<file path="config.mk">
export PLATFORM = sky130hd
export DESIGN_NAME = ddr4_cmd_driver
export DESIGN_NICKNAME = d
export VERILOG_FILES = /design/src/rtl/ddr4_cmd_pkg.sv /design/src/rtl/ddr4_cmd_timer.sv /design/src/rtl/ddr4_cmd_driver.sv
export SDC_FILE = /design/constraint.sdc
export NUM_CORES = 1
export LEC_CHECK = 0
export ABC_CLOCK_PERIOD_IN_PS = 3500
export CORE_MARGIN = 8
export CORE_UTILIZATION = 51
export DETAILED_ROUTE_END_ITERATION = 16
export PLACE_DENSITY = 0.84
export SLEW_MARGIN = 25
export SYNTH_ARGS = -nofsm -noshare
export SYNTH_HDL_FRONTEND = slang
export SYNTH_HIERARCHICAL = 1
export SYNTH_SLANG_ARGS = --single-unit
</file>
<file path="constraint.sdc">
create_clock -name i_clk -period 3.5 [get_ports i_clk]
set_input_delay 0.875 -clock i_clk [delete_from_list [all_inputs] [get_ports i_clk]]
set_output_delay 0.875 -clock i_clk [all_outputs]
set_load 0.005 [all_outputs]
</file>
<file path="src/rtl/ddr4_cmd_pkg.sv">
// Shared types and encodings for the DDR4 command driver.
// Holds command codes, FSM states, RAS/CAS/WE field values and the C/A parity helper.
package ddr4_cmd_pkg;

  typedef enum logic [2:0] {
    CMD_NOP = 3'd0,
    CMD_ACT = 3'd1,
    CMD_RD  = 3'd2,
    CMD_WR  = 3'd3,
    CMD_PRE = 3'd4,
    CMD_REF = 3'd5,
    CMD_MRS = 3'd6
  } cmd_code_e;

  typedef enum logic [1:0] {
    S_RST_HOLD,
    S_CKE_WAIT,
    S_IDLE
  } state_e;

  // A16/A15/A14 (RAS/CAS/WE) for non-ACT commands
  localparam logic [2:0] RCW_MRS = 3'b000;
  localparam logic [2:0] RCW_REF = 3'b001;
  localparam logic [2:0] RCW_PRE = 3'b010;
  localparam logic [2:0] RCW_WR  = 3'b100;
  localparam logic [2:0] RCW_RD  = 3'b101;

  function automatic logic [2:0] rcw_of(input cmd_code_e c);
    case (c)
      CMD_REF: return RCW_REF;
      CMD_PRE: return RCW_PRE;
      CMD_WR:  return RCW_WR;
      CMD_RD:  return RCW_RD;
      default: return RCW_MRS;
    endcase
  endfunction

  function automatic logic even_par(input logic [63:0] v);
    return ^v;
  endfunction

  function automatic int imax(input int a, input int b);
    return (a > b) ? a : b;
  endfunction

endpackage

</file>
<file path="src/rtl/ddr4_cmd_timer.sv">
// Loadable down-counter with a zero flag; saturates at zero.
// Used for the init holds, the inter-command gap and the ODT window.
module ddr4_cmd_timer #(
  parameter int           W       = 8,
  parameter logic [W-1:0] RST_VAL = '0
) (
  input  logic         i_clk,
  input  logic         i_rst,
  input  logic         i_load,
  input  logic [W-1:0] i_val,
  output logic         o_zero
);

  logic [W-1:0] r_cnt;

  always_ff @(posedge i_clk) begin
    if (i_rst)              r_cnt <= RST_VAL;
    else if (i_load)        r_cnt <= i_val;
    else if (r_cnt != '0)   r_cnt <= r_cnt - W'(1);
  end

  assign o_zero = (r_cnt == '0);

endmodule

</file>
<file path="src/rtl/ddr4_cmd_driver.sv">
// Single-rank DDR4 command issuer: power-up sequencing, then one command per
// handshake, driven for one cycle with a per-command minimum gap before the next.
module ddr4_cmd_driver
  import ddr4_cmd_pkg::*;
#(
  parameter int MC_ABITS      = 18,
  parameter int MC_BANK_WIDTH = 2,
  parameter int MC_BANK_GROUP = 2,
  parameter int T_RESET       = 200,
  parameter int T_CKE         = 500,
  parameter int T_RCD         = 12,
  parameter int T_RP          = 12,
  parameter int T_RFC         = 280,
  parameter int T_MOD         = 24,
  parameter int T_CCD         = 4,
  parameter int ODT_LEN       = 6
) (
  input  logic                     i_clk,
  input  logic                     i_rst,
  input  logic                     i_cmd_valid,
  output logic                     o_cmd_ready,
  input  logic [2:0]               i_cmd_code,
  input  logic [MC_ABITS-1:0]      i_cmd_addr,
  input  logic [MC_BANK_WIDTH-1:0] i_cmd_ba,
  input  logic [MC_BANK_GROUP-1:0] i_cmd_bg,
  output logic                     o_init_done,
  output logic                     o_reset_n,
  output logic                     o_cke,
  output logic                     o_cs_n,
  output logic                     o_act_n,
  output logic [MC_ABITS-1:0]      o_addr,
  output logic [MC_BANK_WIDTH-1:0] o_ba,
  output logic [MC_BANK_GROUP-1:0] o_bg,
  output logic                     o_par,
  output logic                     o_odt
);

  localparam int TMAX = imax(imax(imax(T_RESET, T_CKE), imax(T_RCD, T_RP)),
                             imax(imax(T_RFC, T_MOD), imax(T_CCD, ODT_LEN)));
  localparam int CW   = $clog2(TMAX + 1);

  if (T_RESET < 1 || T_CKE < 1 || T_RCD < 1 || T_RP < 1 || T_RFC < 1 ||
      T_MOD < 1 || T_CCD < 1 || ODT_LEN < 1) begin : g_bad_timing
    $error("ddr4_cmd_driver: every T_* and ODT_LEN must be >= 1");
  end
  if (MC_ABITS < 17 || MC_ABITS + MC_BANK_WIDTH + MC_BANK_GROUP + 1 > 64) begin : g_bad_width
    $error("ddr4_cmd_driver: MC_ABITS must cover A16 and the C/A word must fit 64 bits");
  end

  state_e                   r_state, w_state_nxt;
  logic                     r_reset_n, r_cke, r_init_done, r_cs_n, r_act_n, r_par;
  logic [MC_ABITS-1:0]      r_addr;
  logic [MC_BANK_WIDTH-1:0] r_ba;
  logic [MC_BANK_GROUP-1:0] r_bg;

  logic          w_init_zero, w_wait_zero, w_odt_zero;
  logic          w_init_load, w_is_cmd, w_issue, w_odt_load;
  logic [CW-1:0] w_gap;
  logic                w_act_n;
  logic [MC_ABITS-1:0] w_addr;
  cmd_code_e           w_code;

  assign w_code = cmd_code_e'(i_cmd_code);

  always_comb begin
    w_state_nxt = r_state;
    w_init_load = 1'b0;
    w_issue     = 1'b0;
    w_is_cmd    = 1'b1;
    w_gap       = '0;
    w_act_n     = 1'b1;
    w_addr      = i_cmd_addr;
    case (w_code)
      CMD_ACT:        begin w_act_n = 1'b0; w_gap = CW'(T_RCD - 1); end
      CMD_RD, CMD_WR: w_gap = CW'(T_CCD - 1);
      CMD_PRE:        w_gap = CW'(T_RP - 1);
      CMD_REF:        w_gap = CW'(T_RFC - 1);
      CMD_MRS:        w_gap = CW'(T_MOD - 1);
      default:        w_is_cmd = 1'b0;
    endcase
    if (w_code != CMD_ACT) w_addr[16:14] = rcw_of(w_code);
    case (r_state)
      S_RST_HOLD: if (w_init_zero) begin
        w_state_nxt = S_CKE_WAIT;
        w_init_load = 1'b1;
      end
      S_CKE_WAIT: if (w_init_zero) w_state_nxt = S_IDLE;
      S_IDLE:     w_issue = i_cmd_valid & w_wait_zero & w_is_cmd;
      default:    w_state_nxt = S_RST_HOLD;
    endcase
  end

  assign w_odt_load = w_issue && (w_code == CMD_WR);

  always_ff @(posedge i_clk) begin
    if (i_rst) r_state <= S_RST_HOLD;
    else       r_state <= w_state_nxt;
  end

  // Bus fields only change on issue, so deselect cycles hold the last command.
  always_ff @(posedge i_clk) begin
    if (i_rst) begin
      r_reset_n   <= 1'b0;
      r_cke       <= 1'b0;
      r_init_done <= 1'b0;
      r_cs_n      <= 1'b1;
      r_act_n     <= 1'b1;
      r_addr      <= '0;
      r_ba        <= '0;
      r_bg        <= '0;
      r_par       <= 1'b0;
    end else begin
      r_cs_n <= ~w_issue;
      if (r_state == S_RST_HOLD && w_init_zero) r_reset_n <= 1'b1;
      if (r_state == S_CKE_WAIT && w_init_zero) begin
        r_cke       <= 1'b1;
        r_init_done <= 1'b1;
      end
      if (w_issue) begin
        r_act_n <= w_act_n;
        r_addr  <= w_addr;
        r_ba    <= i_cmd_ba;
        r_bg    <= i_cmd_bg;
        r_par   <= even_par(64'({w_act_n, w_addr, i_cmd_ba, i_cmd_bg}));
      end
    end
  end

  ddr4_cmd_timer #(.W(CW), .RST_VAL(CW'(T_RESET - 1))) u_init_tmr (
    .i_clk (i_clk),
    .i_rst (i_rst),
    .i_load(w_init_load),
    .i_val (CW'(T_CKE - 1)),
    .o_zero(w_init_zero)
  );

  ddr4_cmd_timer #(.W(CW)) u_wait_tmr (
    .i_clk (i_clk),
    .i_rst (i_rst),
    .i_load(w_issue),
    .i_val (w_gap),
    .o_zero(w_wait_zero)
  );

  ddr4_cmd_timer #(.W(CW)) u_odt_tmr (
    .i_clk (i_clk),
    .i_rst (i_rst),
    .i_load(w_odt_load),
    .i_val (CW'(ODT_LEN)),
    .o_zero(w_odt_zero)
  );

  assign o_cmd_ready = (r_state == S_IDLE) && w_wait_zero;
  assign o_init_done = r_init_done;
  assign o_reset_n   = r_reset_n;
  assign o_cke       = r_cke;
  assign o_cs_n      = r_cs_n;
  assign o_act_n     = r_act_n;
  assign o_addr      = r_addr;
  assign o_ba        = r_ba;
  assign o_bg        = r_bg;
  assign o_par       = r_par;
  assign o_odt       = ~w_odt_zero;

endmodule
</file>
**Run 1: clock wires, drivers and flops**

The bar under the picture is 20 um long.
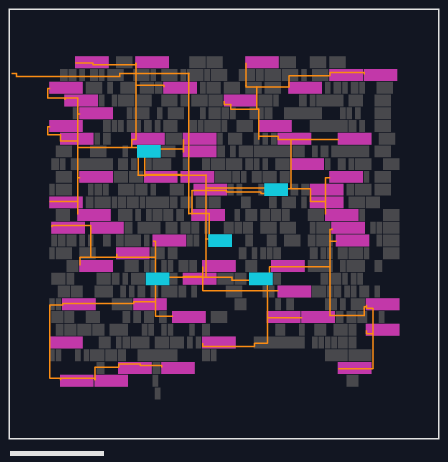
clock wires: in orange, length 677 um. flip-flops: in magenta, count 56. clock drivers: in cyan, count 5.
There are 6 routed clock nets.
Clock Skews: 0.00396 ns
clock power share: 21.6%

**Run 1: the clock network**

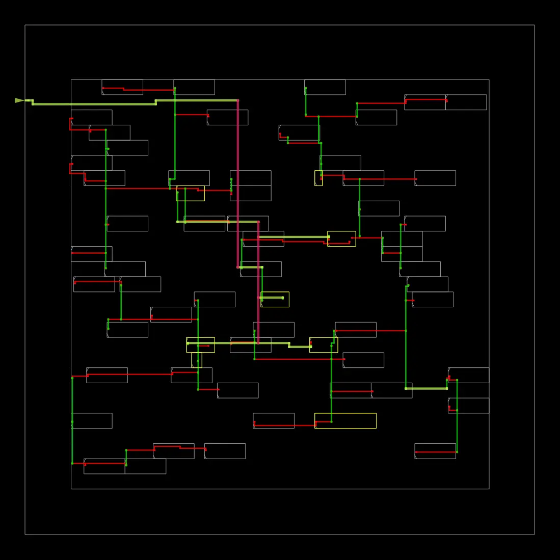
Clock Sinks: 56
clock-net power: 0.000419 W
CTS buffer count: 5

==> Changelog: implementation, run 1 <==
### Metrics

* Sw Share at 31.5%
* Chip Area at 8350 sq um
* Critical Path Fanout Max at 6
* Top cells by count: nand2_1 (61), dfxtp_1 (56), a21oi_1 (39)
* Seq pwr share at about two fifths
* DR top layer: met4
* M1 wire length at between 3 and 4 mm
* CP Cell Sequence: inv_1 > ha_2 > or4b_4 > or4b_4 > inv_1 > inv_1 > clkdlybuf4s50_1
* Yosys warning tally at 6
* Tool warning count at 26
* First-pass GRT wire length at 11.4 mm
* Slew @ Worst Pin at 0.818 ns
* Fin crit share at 97.5%
* Clock root buffer: clkbuf_8
* XOR-XNOR Cells, Area Fraction at 10.6%
* Dominant delay contributor by cell family on the critical path: simple AND/OR/NAND/NOR gates
* Status: complete, no violations
* Max cap viols at 0
* Combinational Power at ~0.00073 W
* CP dominant cell by count: inv_1
* Simple-gate share of the synthesized area at 24.6%
* Met2 WL at 3.26 mm
* IO Port Bufs at 57
* Required time of the critical path at 2.62 ns
* Highest clock rate at 293 MHz
* Heaviest power group: registers
**Run 1: signal metal coverage by tile**

18 x 18 tiles, from dark blue (low) to red (high), scaled to the fullest tile. Values are wire area over tile area, all layers added.
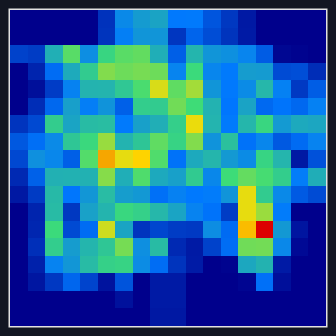
The mean over all tiles is 0.13. The fullest tile reaches 0.51. The emptiest ninth of the die: bottom center. 11% of the tiles are over half the peak. 24% of the tiles are nearly empty.
detailed-route via count: 2539
final WL: 6.72 mm
per-cell routed wire length: 13.7 um
GRT Total Usage: 16.1%

**Run 1: placed cells, one color a class**

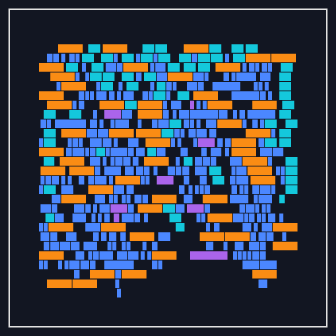
combinational and other logic: in blue, cells 292, share of their area 49%. flops: in orange, cells 56, share of their area 31%. other buffers and delay cells: in cyan, cells 63, share of their area 17%. clock drivers and dummy loads: in purple, cells 8, share of their area 3.0%.
core area: 5510 sq um
Seq area share: 30.3%
Placement Rows: 27

-- run 1: layout make-up --
cell class	count	area, sq um	area share, %
repair buffers	63	609	16.5
flip-flops and latches	56	1120	30.3
well taps	72	90.1	2.44
clock buffers	6	72.6	1.96
clock inverters	2	35.0	0.948
inverters	15	56.3	1.52
multi-input cells	277	1710	46.3
-- run 1: per-stage QoR --
stage	utilization [%]	std cells
final	67.1	491
after global routing	67.1	491
after CTS	67.1	491
after detailed placement	64.8	482
after global placement	64.8	482
after floorplan	-	367
-- run 1: final timing paths --
path / from / end / depth (start not counted)
max: u_odt_tmr/r_cnt[0] / o_odt / 7
min: o_ba[0] / o_ba[0] / 2
max reg2reg: u_wait_tmr/r_cnt[0] / u_wait_tmr/r_cnt[3] / 10
min reg2reg: o_ba[0] / o_ba[0] / 2
**Run 1: register map, names as in the netlist**

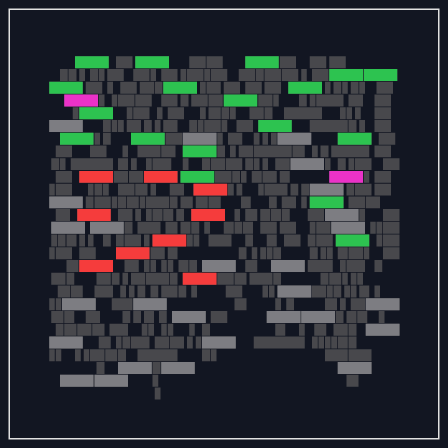

==> inputs of run 2 (changes only) <==
ABC_CLOCK_PERIOD_IN_PS = 3100   (was 3500)
CELL_PAD_IN_SITES_DETAIL_PLACEMENT = 1   (was not set)
CELL_PAD_IN_SITES_GLOBAL_PLACEMENT = 1   (was not set)
CORE_UTILIZATION = 34   (was 51)
PLACE_DENSITY = 0.8   (was 0.84)
clock period = 3.1 ns   (was 3.5 ns; I/O delays follow)
**Run 2: register map, names as in the netlist**

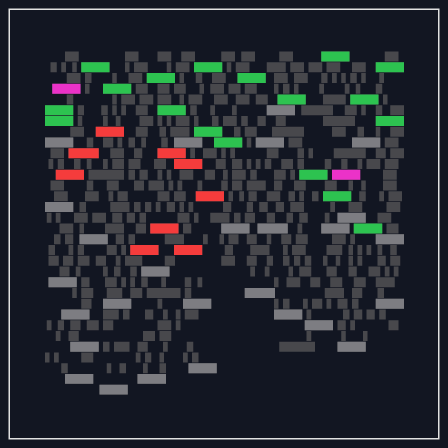
`o_addr`: in green, sequential cells 18. `o_bg`: in magenta, sequential cells 2. `u_wait_tmr/r_cnt`: in red, sequential cells 9.
Another 27 sequential cells are not colored.

**Run 2: the clock network**

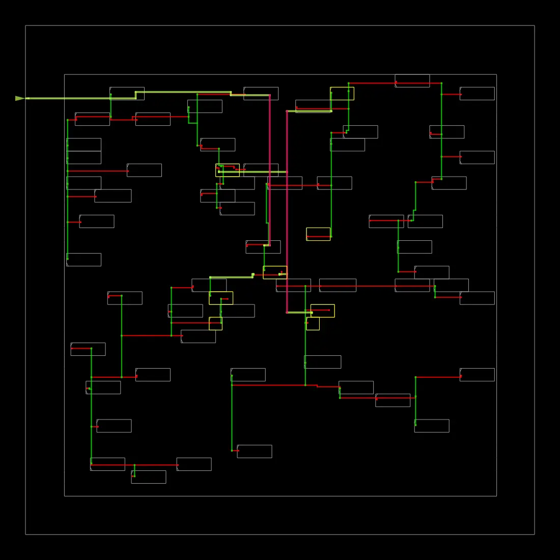
Clock buffer cells: 6
Flops: 56
Clock Skews: 0.0119 ns
clock-net power: 0.000433 W
clk_lat worst skew: 0.32 ns

==> run 2 against run 1 <==
Effect of this change: routed wire length rose by 24%; final cell count rose by 8.4%; area after synthesis did not move; flip-flop count did not move; synthesized cell count did not move; design area rose by 2.7%; sequential share of layout area fell by 0.70 points; utilization fell by 21 points; global-route usage fell by 1.4 points; first-iteration DRC count fell by 23%; sequential power rose by 14%; critical path depth did not move; largest cell class unchanged; highest routed layer unchanged.
==> Changelog: implementation, run 2 <==
### Metrics

* Status: complete, no violations
* Layout Cells excl Fill at 532 (+8.4%)
* FF/Latch Area at 1120 sq um (+0.33%)
* Combinational Power at 0.000912 W (+26%)
* Top cells by count: nand2_1 (61), dfxtp_1 (56), a21oi_1 (39)
* Clock power share at 19.2% (-2.4 points)
* Fin nets at 457
* Met2 WL at 4.14 mm (+27%)
* Highest clock rate at 333 MHz
* Cell count after placement at 521 (+8.1%)
* Combinational share of cell area at 45.4% (-0.96 points)
* Final non-clock buffer share at 17.5% (+1.0 points)
* GRT Total Usage at 14.7% (-1.4 points)
* Per-cell routed wire length at 15.6 um (+14%)
* ClkCell Share at 2.57% (-0.34 points)
* Inverter count at 15 (unchanged)
* Core area at 8260 sq um (+50%)
* Yosys warning tally at 6 (unchanged)
* Clock root buffer: clkbuf_8
* Seq pwr share at 40.2% (-0.8 points)
* Simple-gate share of the synthesized area at 24.6% (unchanged)
* Critical Path Fanout Max at 4 (-2)
* Heaviest power group: combinational logic
* Max FFs per register at 18
* Slew @ Worst Pin at 0.827 ns (+0.00919 ns)
* Max cap viols at 0 (unchanged)
* XOR-XNOR Cells, Area Fraction at 10.6% (unchanged)
* Final WL at 8.31 mm (+24%)
* Multi-input logic area at 1720 sq um (+0.58%)
* Top cell category: combinational gates
* Sw Share at 33.6% (+2.1 points)
* Number of logic gates at 277 (unchanged)
* Final core utilization at 46.0% (-21 points)
* Fin crit share at 96.8%
* Clock Sinks at 56 (unchanged)
[run 2: metal layers]
metal	vias to the layer above	GRT usage [%]
met2	37	25.3
met4	0	4.11
met5	-	0
met1	1259	17.7
li1	1328	-
met3	8	3.57
[run 2: final timing paths]
| path | start | cells past startpoint | end | slack (ns) |
|---|---|---|---|---|
| hold reg to reg | o_addr[6] | 2 | o_addr[6] | 0.46 |
| setup reg to reg | u_wait_tmr/r_cnt[1] | 12 | u_wait_tmr/r_cnt[0] | 0.28 |
| setup / recovery | u_odt_tmr/r_cnt[1] | 7 | o_odt | 0.1 |
| hold / removal | o_addr[6] | 2 | o_addr[6] | 0.46 |
[run 2: timing repair]
item,in CTS,in global routing
endpoints found under the setup margin,2,11
setup buffers,3,0
resized,14,3
pin swaps,3,0
Power figures rest on the tool's default switching activity, not on a simulated workload.
